Gate families picked out:
Scale: 8 px per µm.
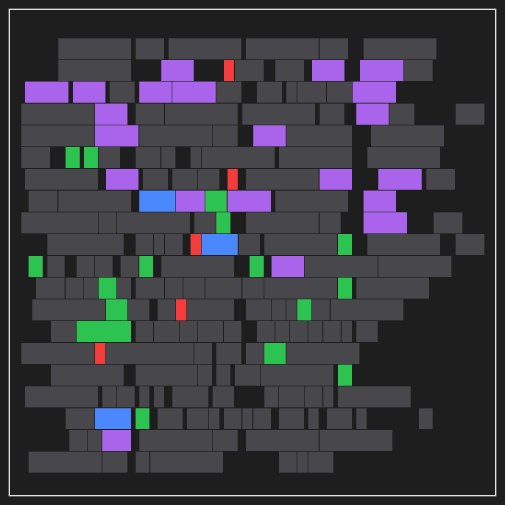
Sequential cells grouped by signal name:
Scale: 8 px per µm.
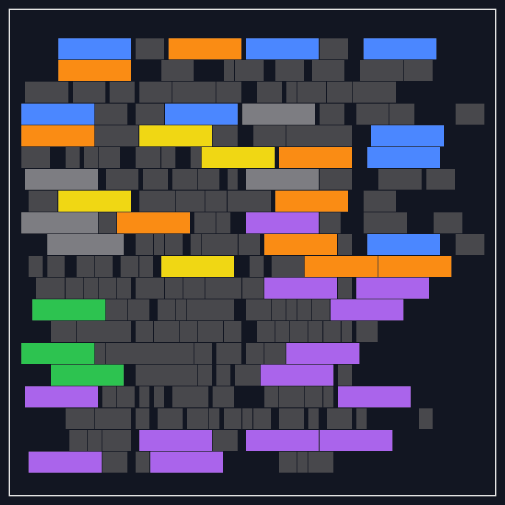
==> src/rtl/uart_rx.sv <==
// UART receiver: 8 data bits LSB first, one parity bit, one stop bit.
// Samples mid-bit and reports the byte with a one-cycle strobe plus error flags.
module uart_rx #(
    parameter int CLK_FREQUENCY = 100000000,
    parameter int BAUD_RATE     = 19200
) (
    input  logic       clk,
    input  logic       rst_n,
    input  logic       rx_in,
    input  logic       odd,
    output logic [7:0] dout,
    output logic       data_strobe,
    output logic       busy,
    output logic       parity_err,
    output logic       framing_err
);

    function automatic int clogb2(input int value);
        int v;
        int r;
        v = value - 1;
        r = 0;
        while (v > 0) begin
            v = v >> 1;
            r = r + 1;
        end
        return r;
    endfunction

    localparam int BIT_COUNT  = CLK_FREQUENCY / BAUD_RATE;
    localparam int HALF_COUNT = BIT_COUNT / 2;
    localparam int TW         = (clogb2(BIT_COUNT) < 1) ? 1 : clogb2(BIT_COUNT);

    localparam logic [TW-1:0] HALF_LAST = TW'(HALF_COUNT - 1);
    localparam logic [TW-1:0] BIT_LAST  = TW'(BIT_COUNT - 1);

    typedef enum logic [2:0] {
        IDLE,
        START,
        DATA,
        STOP,
        WAIT_HIGH
    } state_t;

    state_t        state;
    state_t        state_nxt;
    logic          rx_m;
    logic          rx_s;
    logic [TW-1:0] timer;
    logic [3:0]    bit_cnt;
    logic [8:0]    shreg;
    logic          half_done;
    logic          bit_done;
    logic          timer_en;
    logic          timer_clr;
    logic          cnt_clr;
    logic          shift_en;
    logic          frame_done;

    // rx_in is asynchronous to clk; the FSM only ever looks at rx_s
    always_ff @(posedge clk or negedge rst_n) begin
        if (!rst_n) begin
            rx_m <= 1'b1;
            rx_s <= 1'b1;
        end else begin
            rx_m <= rx_in;
            rx_s <= rx_m;
        end
    end

    always_ff @(posedge clk or negedge rst_n) begin
        if (!rst_n) begin
            timer <= '0;
        end else if (timer_clr) begin
            timer <= '0;
        end else if (timer_en) begin
            timer <= timer + TW'(1);
        end
    end

    assign half_done = (timer == HALF_LAST);
    assign bit_done  = (timer == BIT_LAST);

    always_ff @(posedge clk or negedge rst_n) begin
        if (!rst_n) begin
            state <= IDLE;
        end else begin
            state <= state_nxt;
        end
    end

    always_comb begin
        state_nxt  = state;
        timer_en   = 1'b0;
        timer_clr  = 1'b0;
        cnt_clr    = 1'b0;
        shift_en   = 1'b0;
        frame_done = 1'b0;
        case (state)
            IDLE: begin
                if (!rx_s) begin
                    state_nxt = START;
                    timer_clr = 1'b1;
                end
            end
            START: begin
                timer_en = 1'b1;
                if (half_done) begin
                    if (rx_s) begin
                        state_nxt = IDLE;
                    end else begin
                        timer_clr = 1'b1;
                        cnt_clr   = 1'b1;
                        state_nxt = DATA;
                    end
                end
            end
            DATA: begin
                timer_en = 1'b1;
                if (bit_done) begin
                    shift_en  = 1'b1;
                    timer_clr = 1'b1;
                    if (bit_cnt == 4'd8) begin
                        state_nxt = STOP;
                    end
                end
            end
            STOP: begin
                timer_en = 1'b1;
                if (bit_done) begin
                    frame_done = 1'b1;
                    timer_clr  = 1'b1;
                    state_nxt  = rx_s ? IDLE : WAIT_HIGH;
                end
            end
            WAIT_HIGH: begin
                // a held-low line must not be mistaken for a new start bit
                if (rx_s) begin
                    state_nxt = IDLE;
                end
            end
            default: begin
                state_nxt = IDLE;
            end
        endcase
    end

    always_ff @(posedge clk or negedge rst_n) begin
        if (!rst_n) begin
            bit_cnt <= '0;
            shreg   <= '0;
        end else begin
            if (cnt_clr) begin
                bit_cnt <= '0;
            end else if (shift_en) begin
                bit_cnt <= bit_cnt + 4'd1;
            end
            if (shift_en) begin
                shreg <= {rx_s, shreg[8:1]};
            end
        end
    end

    // after nine shifts shreg[7:0] holds the byte and shreg[8] the parity bit
    always_ff @(posedge clk or negedge rst_n) begin
        if (!rst_n) begin
            dout        <= '0;
            data_strobe <= 1'b0;
            parity_err  <= 1'b0;
            framing_err <= 1'b0;
        end else begin
            data_strobe <= frame_done;
            if (frame_done) begin
                dout        <= shreg[7:0];
                parity_err  <= (shreg[8] != ((^shreg[7:0]) ^ odd));
                framing_err <= !rx_s;
            end
        end
    end

    assign busy = (state != IDLE);

endmodule

==> config.mk <==
export PLATFORM = sky130hd
export DESIGN_NAME = uart_rx
export DESIGN_NICKNAME = d
export VERILOG_FILES = /design/src/rtl/uart_rx.sv
export SDC_FILE = /design/constraint.sdc
export NUM_CORES = 1
export LEC_CHECK = 0
export CORE_UTILIZATION = 62
export CTS_CLUSTER_DIAMETER = 80
export DETAILED_ROUTE_END_ITERATION = 10
export PLACE_DENSITY = 0.95
export SLEW_MARGIN = 20
export SYNTH_ARGS = -nofsm -noshare
export SYNTH_HDL_FRONTEND = slang
export SYNTH_SLANG_ARGS = --single-unit
==> constraint.sdc <==
create_clock -name clk -period 3.41 [get_ports clk]
set_input_delay 1.023 -clock clk [delete_from_list [all_inputs] [get_ports clk]]
set_output_delay 1.023 -clock clk [all_outputs]
set_load 0.02 [all_outputs]
==> impl_results.html <==
<h3>Flow metrics</h3>
<table>
<tr><th>Metric</th><th>Value</th></tr>
<tr><th colspan="2">Layout</th></tr>
<tr><td>Summed area of non-filler cells in the final layout</td><td>around 2400 µm²</td></tr>
<tr><td>Register containing the most flip-flops in the final layout</td><td>timer</td></tr>
<tr><td>Biggest regs</td><td>timer: 13 flops, shreg: 9 flops, dout: 8 flops</td></tr>
<tr><td>Non-clock buffers, area share</td><td>0.0615</td></tr>
<tr><td>Largest contributor to cell area by class</td><td>registers</td></tr>
<tr><th colspan="2">Timing</th></tr>
<tr><td>Post-route minimum period</td><td>around 2.9 ns</td></tr>
<tr><td>Final number of setup-violating endpoints</td><td>0</td></tr>
<tr><td>Summed negative setup slack over all endpoints</td><td>0 ns</td></tr>
<tr><td>Actual transition at the worst max-transition pin</td><td>1.03 ns</td></tr>
<tr><td>Worst rel slew slack</td><td>0.311</td></tr>
<tr><th colspan="2">Detailed routing</th></tr>
<tr><td>Met2 wirelength from detailed routing</td><td>between 1500 and 2000 µm</td></tr>
<tr><td>Wire length the detailed router placed on met1</td><td>1840 µm</td></tr>
<tr><td>Mean number of vias per cell</td><td>about 6.3</td></tr>
<tr><td>Top layer in use</td><td>met4</td></tr>
<tr><td>Residual DRC count</td><td>0</td></tr>
<tr><th colspan="2">Worst setup path</th></tr>
<tr><td>Cell family with the largest share of critical-path delay</td><td>flip-flops</td></tr>
<tr><td>Depth of the critical timing path with buffers and inverters included</td><td>2</td></tr>
<tr><td>Reg-to-reg critical path startpoint</td><td>timer[0]</td></tr>
<tr><td>Critical path capture point type</td><td>primary output</td></tr>
<tr><td>Capturing instance or port of the critical path</td><td>busy</td></tr>
<tr><td>Count of cells along the worst register-to-register path</td><td>5</td></tr>
<tr><th colspan="2">GRT</th></tr>
<tr><td>M3 GR Usage</td><td>0.0640</td></tr>
<tr><td>Global Route met2 Usage</td><td>0.397</td></tr>
<tr><td>Largest net degree at the start of global routing</td><td>approximately 43</td></tr>
<tr><td>Global route total overflow</td><td>0</td></tr>
<tr><th colspan="2">Floorplanning</th></tr>
<tr><td>Fp_density</td><td>0.675</td></tr>
<tr><td>Core Region</td><td>between 3000 and 4000 µm²</td></tr>
<tr><td>Height of the die</td><td>60.6 µm</td></tr>
<tr><td>Number of tap instances</td><td>roughly 44</td></tr>
<tr><th colspan="2">Yosys</th></tr>
<tr><td>Number of synthesized flops with an enable pin</td><td>0</td></tr>
<tr><td>Synth unique cells</td><td>between 40 and 50</td></tr>
<tr><td>Sequential cell area fraction in the yosys report</td><td>0.495</td></tr>
<tr><td>Mux contribution to synthesized area</td><td>0.124</td></tr>
<tr><td>Number of nets in the synthesized netlist</td><td>approximately 190</td></tr>
<tr><td>Cell types with the highest counts after synthesis</td><td>dfrtp_1, mux2_2, or3_1, xnor2_1, mux2_4</td></tr>
<tr><th colspan="2">Place</th></tr>
<tr><td>Placed instance area</td><td>between 2000 and 2500 µm²</td></tr>
<tr><td>Post-Place Setup Slack</td><td>0.909 ns</td></tr>
<tr><th colspan="2">CTS</th></tr>
<tr><td>Setup bufs post-CTS</td><td>0</td></tr>
<tr><td>CTS Root Cell</td><td>clkbuf_4</td></tr>
<tr><th colspan="2">Status</th></tr>
<tr><td>Run status</td><td>completed</td></tr>
<tr><th colspan="2">Pwr</th></tr>
<tr><td>P per Cell Area</td><td>between 300 and 400 nW/µm²</td></tr>
<tr><td>Register share of total power</td><td>0.610</td></tr>
<tr><th colspan="2">Worst hold path</th></tr>
<tr><td>Launch instance of the worst min-delay path</td><td>rx_m</td></tr>
</table>
-- 'gate families picked out' (at the start) --
| family | color | cells |
|---|---|---|
| mux cells | purple | 21 |
| fa/ha/maj cells | blue | 3 |
| inv cells | red | 5 |
| aoi and oai cells | green | 16 |
number of cells in the finished layout apart from fillers: 238
multi-input logic portion of the cell area: 0.429
most frequently placed logic cell in the final layout: dfrtp_1

-- 'sequential cells grouped by signal name' (at the start) --
| signal | color | placed flops |
|---|---|---|
| dout | blue | 8 |
| shreg | orange | 9 |
| state | green | 3 |
| timer | purple | 13 |
| bit_cnt | yellow | 4 |
Core Util, Final: 0.749
Flop+latch power: 501 µW
sequential standard cell area: 1050 µm²
sequential cell area share: 0.446

Power figures rest on the tool's default switching activity, not on a simulated workload.
